<file path="config.mk">
export PLATFORM = sky130hd
export DESIGN_NAME = id_ex_operand_stage
export DESIGN_NICKNAME = d
export VERILOG_FILES = /design/src/rtl/id_ex_operand_stage.sv
export SDC_FILE = /design/constraint.sdc
export NUM_CORES = 1
export LEC_CHECK = 0
export CAP_MARGIN = 20
export CORE_AREA = 3 3 119 121
export CTS_CLUSTER_DIAMETER = 100
export DETAILED_ROUTE_END_ITERATION = 6
export DIE_AREA = 0 0 122 124
export PLACE_DENSITY = 0.77
export SETUP_SLACK_MARGIN = 0.4
export SYNTH_ARGS = -nofsm -noshare
export SYNTH_HDL_FRONTEND = slang
export SYNTH_SLANG_ARGS = --single-unit
export TNS_END_PERCENT = 100
</file>
<file path="constraint.sdc">
create_clock -name clk -period 3.81 [get_ports clk]
set_input_delay 0.9525 -clock clk [delete_from_list [all_inputs] [get_ports clk]]
set_output_delay 0.9525 -clock clk [all_outputs]
set_load 0.02 [all_outputs]
</file>
<file path="src/rtl/id_ex_operand_stage.sv">
// ID/EX pipeline register with operand bypass and RAW hazard stall; `FWD_EN selects bypass + 1-cycle load-use stall.
// Latency 1 cycle ID->EX; backpressure is the combinational stall that holds PC/IF-ID while a bubble enters EX.
module id_ex_operand_stage #(
  parameter int DW = 32,
  parameter int RW = 5,
  parameter int CW = 4
) (
  input  logic          clk,
  input  logic          reset,
  input  logic          id_valid,
  input  logic [RW-1:0] id_rs,
  input  logic [RW-1:0] id_rt,
  input  logic [RW-1:0] id_rd,
  input  logic [DW-1:0] id_rs_data,
  input  logic [DW-1:0] id_rt_data,
  input  logic [DW-1:0] id_imm,
  input  logic [CW-1:0] id_alu_ctrl,
  input  logic          id_alu_src,
  input  logic          id_reg_write,
  input  logic          id_mem_read,
  input  logic          id_mem_write,
  input  logic          id_mem_to_reg,
  input  logic          flush,
  input  logic          exm_reg_write,
  input  logic [RW-1:0] exm_rd,
  input  logic [DW-1:0] exm_alu_out,
  input  logic          mwb_reg_write,
  input  logic [RW-1:0] mwb_rd,
  input  logic [DW-1:0] mwb_data,
  output logic          stall,
  output logic          ex_valid,
  output logic [DW-1:0] alu_a,
  output logic [DW-1:0] alu_b,
  output logic [CW-1:0] alu_ctrl,
  output logic [DW-1:0] ex_store_data,
  output logic [RW-1:0] ex_rd,
  output logic          ex_reg_write,
  output logic          ex_mem_read,
  output logic          ex_mem_write,
  output logic          ex_mem_to_reg
);

  typedef struct packed {
    logic          valid;
    logic [RW-1:0] rs;
    logic [RW-1:0] rt;
    logic [RW-1:0] rd;
    logic [DW-1:0] rs_data;
    logic [DW-1:0] rt_data;
    logic [DW-1:0] imm;
    logic [CW-1:0] alu_ctrl;
    logic          alu_src;
    logic          reg_write;
    logic          mem_read;
    logic          mem_write;
    logic          mem_to_reg;
  } ex_t;

  ex_t ex_q, ex_d;
  logic hazard;
  logic bubble;
  logic [DW-1:0] fwd_rs, fwd_rt;

`ifdef FWD_EN
  logic ex_rd_hit;

  // Only a load in EX can't be bypassed; one bubble lets it reach MEM/WB.
  always_comb begin
    ex_rd_hit = (ex_q.rd != '0) && ((ex_q.rd == id_rs) || (ex_q.rd == id_rt));
    hazard    = id_valid && ex_q.valid && ex_q.mem_read && ex_rd_hit;
  end

  function automatic logic [DW-1:0] bypass(input logic [RW-1:0] src,
                                           input logic [DW-1:0] reg_val);
    if (exm_reg_write && (exm_rd != '0) && (exm_rd == src))
      return exm_alu_out;
    else if (mwb_reg_write && (mwb_rd != '0) && (mwb_rd == src))
      return mwb_data;
    else
      return reg_val;
  endfunction

  always_comb begin
    fwd_rs = bypass(ex_q.rs, ex_q.rs_data);
    fwd_rt = bypass(ex_q.rt, ex_q.rt_data);
  end
`else
  logic rs_dep, rt_dep;
  logic unused_mwb;

  // Without bypass, wait until the producer has left EX/MEM; the register
  // file covers the MEM/WB write by writing before reading.
  always_comb begin
    rs_dep = (id_rs != '0) &&
             ((ex_q.valid && ex_q.reg_write && (ex_q.rd == id_rs)) ||
              (exm_reg_write && (exm_rd == id_rs)));
    rt_dep = (id_rt != '0) &&
             ((ex_q.valid && ex_q.reg_write && (ex_q.rd == id_rt)) ||
              (exm_reg_write && (exm_rd == id_rt)));
    hazard = id_valid && (rs_dep || rt_dep);
  end

  always_comb begin
    fwd_rs = ex_q.rs_data;
    fwd_rt = ex_q.rt_data;
  end

  assign unused_mwb = ^{exm_alu_out, mwb_reg_write, mwb_rd, mwb_data, ex_q.rs, ex_q.rt};
`endif

  assign stall  = hazard && !flush && !reset;
  assign bubble = flush || stall || !id_valid;

  // Data fields load every cycle; a bubble only clears valid and side-effect controls.
  always_comb begin
    ex_d.valid      = id_valid;
    ex_d.rs         = id_rs;
    ex_d.rt         = id_rt;
    ex_d.rd         = id_rd;
    ex_d.rs_data    = id_rs_data;
    ex_d.rt_data    = id_rt_data;
    ex_d.imm        = id_imm;
    ex_d.alu_ctrl   = id_alu_ctrl;
    ex_d.alu_src    = id_alu_src;
    ex_d.reg_write  = id_reg_write;
    ex_d.mem_read   = id_mem_read;
    ex_d.mem_write  = id_mem_write;
    ex_d.mem_to_reg = id_mem_to_reg;
    if (bubble) begin
      ex_d.valid      = 1'b0;
      ex_d.reg_write  = 1'b0;
      ex_d.mem_read   = 1'b0;
      ex_d.mem_write  = 1'b0;
      ex_d.mem_to_reg = 1'b0;
    end
  end

  always_ff @(posedge clk) begin
    if (reset) ex_q <= '0;
    else       ex_q <= ex_d;
  end

  assign ex_valid      = ex_q.valid;
  assign alu_a         = fwd_rs;
  assign alu_b         = ex_q.alu_src ? ex_q.imm : fwd_rt;
  assign alu_ctrl      = ex_q.alu_ctrl;
  assign ex_store_data = fwd_rt;
  assign ex_rd         = ex_q.rd;
  assign ex_reg_write  = ex_q.reg_write;
  assign ex_mem_read   = ex_q.mem_read;
  assign ex_mem_write  = ex_q.mem_write;
  assign ex_mem_to_reg = ex_q.mem_to_reg;

endmodule

</file>
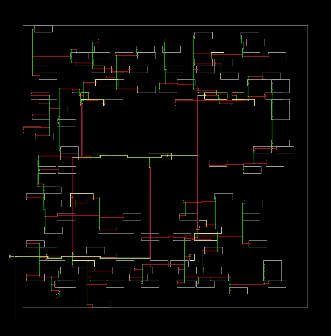
*Clock wiring as the flow saved it, run 1*
CTS sink cnt: 111
CTS buffer count: 9
Seq cells: 111
latest clock arrival within the worst-skew pair: 0.34 ns
clock skew: 0.00295 ns

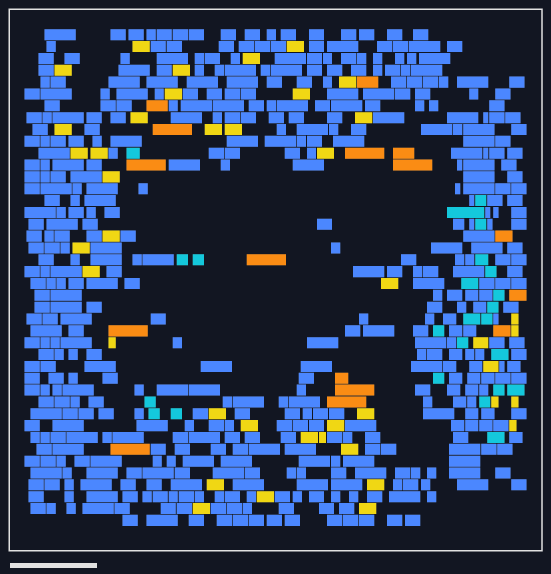
*Sizing map, run 1*
The bar under the picture is 20 um long.
blue -> drive 1 or less  # cells 486, share 86%, most used clkdlybuf4s50_1
cyan -> drive 3 to 4  # cells 24, share 4.2%, most used buf_4
orange -> drive 6 and up  # cells 16, share 2.8%, most used clkbuf_16
yellow -> drive 2  # cells 41, share 7.2%, most used mux2_2

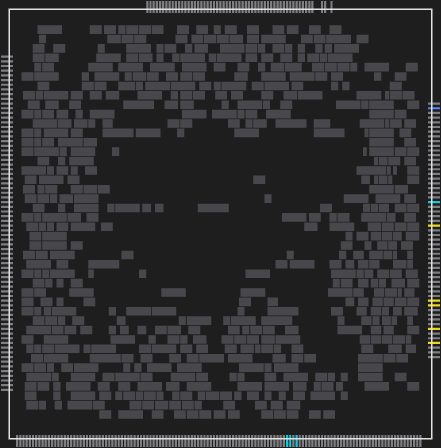
*Ports around the boundary, run 1*
Pins as bars across the die edge, other pins in grey.
blue -> id_mem_to_reg  # pins 1, direction input, edge east
cyan -> id_alu_ctrl  # pins 4, direction input, edge 3 south, 1 east
yellow -> exm_rd  # pins 5, direction input, edge east
chip height: 124 um
PortBufs: 240
chip width: 122 um

==> results.py, run 1 <==
# Generated from Yosys and OpenROAD reports
metrics = {
    "outcome": {
        "run_status": "finished, final reports clean",
    },
    "setup_path": {
        "startpoint_type": "primary input",
        "cp_max_fo": 2,
        "max_stage_delay_ns": 0.54,
        "regToRegStartpoint": "ex_rd[3]",
        "crit_type": "primary input to output pin",
        "worstPathRequired_ns": 2.86,
        "cp-end-kind": "output pin",
        "crit_family": "simple AND/OR/NAND/NOR gates",
    },
    "job": {
        "max_cap_violations": 0,
    },
    "clock_tree": {
        "cts.htree.levels": 3,
    },
    "global_route": {
        "grt_pass1_vias": 3183,
        "overflow": 0,
        "antenna_found_initial": 0,
        "grt_max_degree": 72,
    },
    "die": {
        "core_um2": 13200,
        "die-area_um2": 15100,
        "fp_util_pct": 31.8,
    },
    "layout": {
        "lay_top_cells": "228 x clkdlybuf4s50_1, 111 x dfxtp_1, 106 x nor2b_1",
        "n_antenna_cell": 0,
        "fin_util_pct": 50.2,
        "final_cells": 743,
        "area_growth_pct": 57.9,
        "layout_top_cell": "clkdlybuf4s50_1",
        "largest_reg_flops": 33,
    },
    "synth": {
        "ys_cells": 386,
        "netlist_logic_family_top": "simple AND/OR/NAND/NOR gates",
        "edf_count": 0,
        "top_area_cell": "dfxtp_1",
        "synth-seq-area-share_pct": 53.0,
        "netlist_instances": 386,
        "synthAoiAreaFrac_pct": 0,
        "netlist_area_um2": 4190,
        "ys_async_sr_fraction_pct": 0,
        "simple_gate_area_share_pct": 19.6,
        "synth_cell_types": 18,
        "common_cells": "111 x dfxtp_1, 106 x nor2b_1, 73 x buf_4",
    },
    "power": {
        "peakVddDrop_mv": 0.247,
        "fin_total_pwr_w": 0.00264,
        "power_per_cell_area_nw_per_um2": 399,
    },
    "hold_path": {
        "min_to": "ex_mem_read",
        "min-delay-start": "reset",
        "min_path_cells": 5,
    },
    "timing": {
        "finalCriticalPeriod_ns": 3.54,
        "fin_crit_sh_pct": 93.0,
        "rsz0062_at_grt": "true",
        "drv_slew": 0,
        "slew_headroom_pct": 50.6,
    },
    "drt": {
        "vias_per_cell": 4.10,
    },
}
[run 1: where the power goes]
group          total, W  switching, W  internal (W)
Clock          0.000908      0.000410      0.000499
Sequential      0.00124     0.0000229       0.00122
Combinational  0.000491      0.000196      0.000295
[run 1: layout make-up]
| class | instances | area [um2] |
|---|---|---|
| Tap cell | 176 | 220 |
| Clock inverter | 4 | 27.5 |
| Fill cell | 1189 | 6570 |
| Multi-Input combinational cell | 185 | 1390 |
| Timing Repair Buffer | 255 | 2490 |
| Clock buffer | 12 | 267 |
| Sequential cell | 111 | 2220 |
[run 1: timing repair]
item                                    in CTS  in global routing
setup buffers                                1                  0
resized                                     49                  0
endpoints found under the setup margin       1                  1
pin swaps                                    7                  1
[run 1: worst register-to-register path: stages (launching register included)]
cell	delay (ns)
dfxtp_1	0.40
xnor2_1	0.11
nand4_1	0.09
nor4_1	0.05
or4_4	0.49
buf_4	0.15
buf_4	0.14
nor4b_4	0.20
[run 1: layer usage]
metal | global-route usage (%) | share of wire [%] | vias up
li1 | - | - | 1486
met1 | 13.9 | 36 | 1399
met2 | 24.6 | 52 | 145
met3 | 5.50 | 9.9 | 20
met4 | 6.58 | 2.3 | 0
met5 | 0 | 0 | -
[run 1: per-stage QoR]
stage	hold slack (ns)	instance area (um2)
after floorplan	0.938	4200
after global placement	1.04	6300
after detailed placement	1.08	6300
after CTS	1.06	6620
after global routing	1.07	6620
final	1.08	6620
[run 1: cell families after synthesis]
kind of cell | Yosys count
flops | 111
mux | 32
simple gates | 133
xor+xnor | 20
buf+inv | 90
[run 1: worst max path at each step]
| stage | to | cells after the start |
|---|---|---|
| 3_5_place_dp | stall | 7 |
| 5_1_grt | stall | 7 |
| 2_1_floorplan | stall | 6 |
| 3_3_place_gp | stall | 7 |
| 6_report | stall | 7 |
| 4_1_cts | stall | 7 |
==> run 1 -> run 2 <==
- SLEW_MARGIN: default -> 20
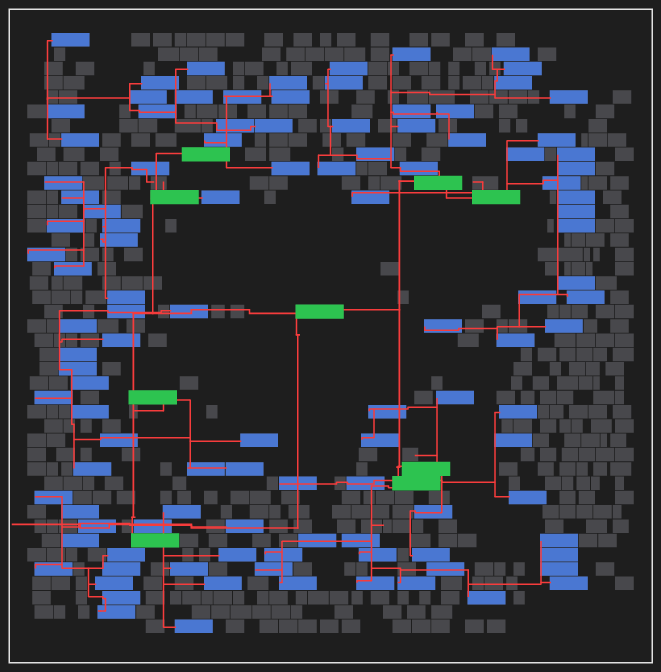
*Clock distribution, run 2*
red -> clock wires  # length 1300 um
blue -> flip-flops  # count 111
green -> cells driving clock nets  # count 9
routed clock nets = 10
flops lie = widely spread

==> run 2 against run 1 <==
Largest cell class unchanged. Critical endpoint unchanged. Area after synthesis stayed put. First-iteration DRC count stayed put. Worst setup slack is the same.
==> results.py, run 2 <==
# Generated from Yosys and OpenROAD reports
metrics = {
    "outcome": {
        "run_status": "finished, final reports clean",
    },
    "clock_tree": {
        "cts.htree.levels": 3,
        "numCtsBuffers": 9,
        "clock_sinks": 111,
    },
    "power": {
        "peakVddDrop_mv": 0.247,
        "fin_total_pwr_w": 0.00264,
    },
    "die": {
        "die_y_um": 124,
        "fp_util_pct": 31.8,
        "core_um2": 13200,
        "die-area_um2": 15100,
        "die_w_um": 122,
    },
    "synth": {
        "common_cells": "111 x dfxtp_1, 106 x nor2b_1, 73 x buf_4",
        "ys_cells": 386,
    },
    "hold_path": {
        "min_to": "ex_mem_read",
        "min-delay-start": "reset",
    },
    "layout": {
        "largest_reg_flops": 33,
        "seqCellArea_um2": 2220,
        "lay_top_cells": "228 x clkdlybuf4s50_1, 111 x dfxtp_1, 106 x nor2b_1",
        "n_antenna_cell": 0,
    },
    "timing": {
        "finClkSkew_ns": 0.00295,
        "holdWs_ns": 1.08,
        "fin_crit_sh_pct": 93.0,
        "slew_headroom_pct": 50.6,
    },
    "setup_path": {
        "regToRegStartpoint": "ex_rd[3]",
        "max_stage_delay_ns": 0.54,
        "crit_family": "simple AND/OR/NAND/NOR gates",
    },
    "global_route": {
        "antenna_found_initial": 0,
    },
    "place": {
        "portBuffers": 240,
    },
}
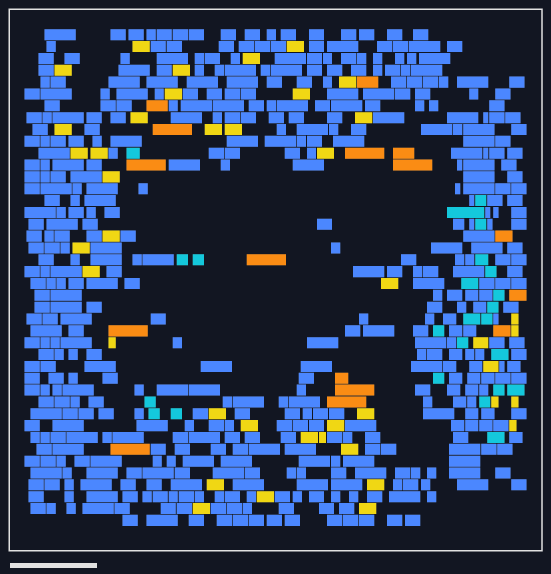
*Sizing map, run 2*
The bar under the picture is 20 um long.
yellow -> drive 2  # cells 41, share 7.2%, most used mux2_2
blue -> drive 1 or less  # cells 486, share 86%, most used clkdlybuf4s50_1
orange -> drive 6 and up  # cells 16, share 2.8%, most used clkbuf_16
cyan -> drive 3 to 4  # cells 24, share 4.2%, most used buf_4

-- run 2: cell counts after synthesis --
No cell type changed its count.
-- run 2: worst max path at each step --
stage               slack, ns  cells after the start     to  startpoint
floorplan                0.38                      6  stall    id_rt[1]
global placement        -0.55                      7  stall    id_rt[2]
detailed placement      -0.57                      7  stall    id_rt[1]
CTS                      0.27                      7  stall    id_rt[2]
global route             0.24                      7  stall    id_rt[1]
finish                   0.27                      7  stall    id_rt[2]
-- run 2: power by group --
group | switching [W] | internal, W
Clock | 0.000410 | 0.000499
Combinational | 0.000196 | 0.000295
Sequential | 0.0000229 | 0.00122
-- run 2: area by class of cell --
cell class,instances,share of cell area [%]
clock inverters,4,0.416
multi-input cells,185,21.1
repair buffers,255,37.6
clock buffers,12,4.03
well taps,176,3.33
flip-flops and latches,111,33.6
-- run 2: kinds of logic (layout without fill, tap and decap cells) --
group	Yosys count	after routing	share of synthesized area, %
buffers and inverters	90	271	14.6
and+or+nand+nor	133	133	19.6
DFF	111	111	53.0
xor gates and xnor gates	20	20	4.18
muxes	32	32	8.60
-- run 2: repair_timing --
item,CTS,global route
setup buffers,1,0
hold buffers,0,0
gates resized,49,0
pin swaps,7,1
endpoints found under the setup margin,1,1
-- run 2: metal layers --
metal / vias to the layer above / global-route usage, % / part of all wire, %
li1: 1486 / - / -
met4: 0 / 6.58 / 2.3
met1: 1399 / 13.9 / 36
met3: 20 / 5.50 / 9.9
met5: - / 0 / 0
met2: 145 / 24.6 / 52
-- run 2: through the flow --
stage	area (um2)	utilization [%]	worst slack, ns	std cells
after global placement	6300	47.8	-0.553	726
after global routing	6620	50.2	0.236	743
after CTS	6620	50.2	0.270	743
after detailed placement	6300	47.8	-0.570	726
final	6620	50.2	0.266	743
after floorplan	4200	-	0.382	386
Power and IR drop assume default switching activity.
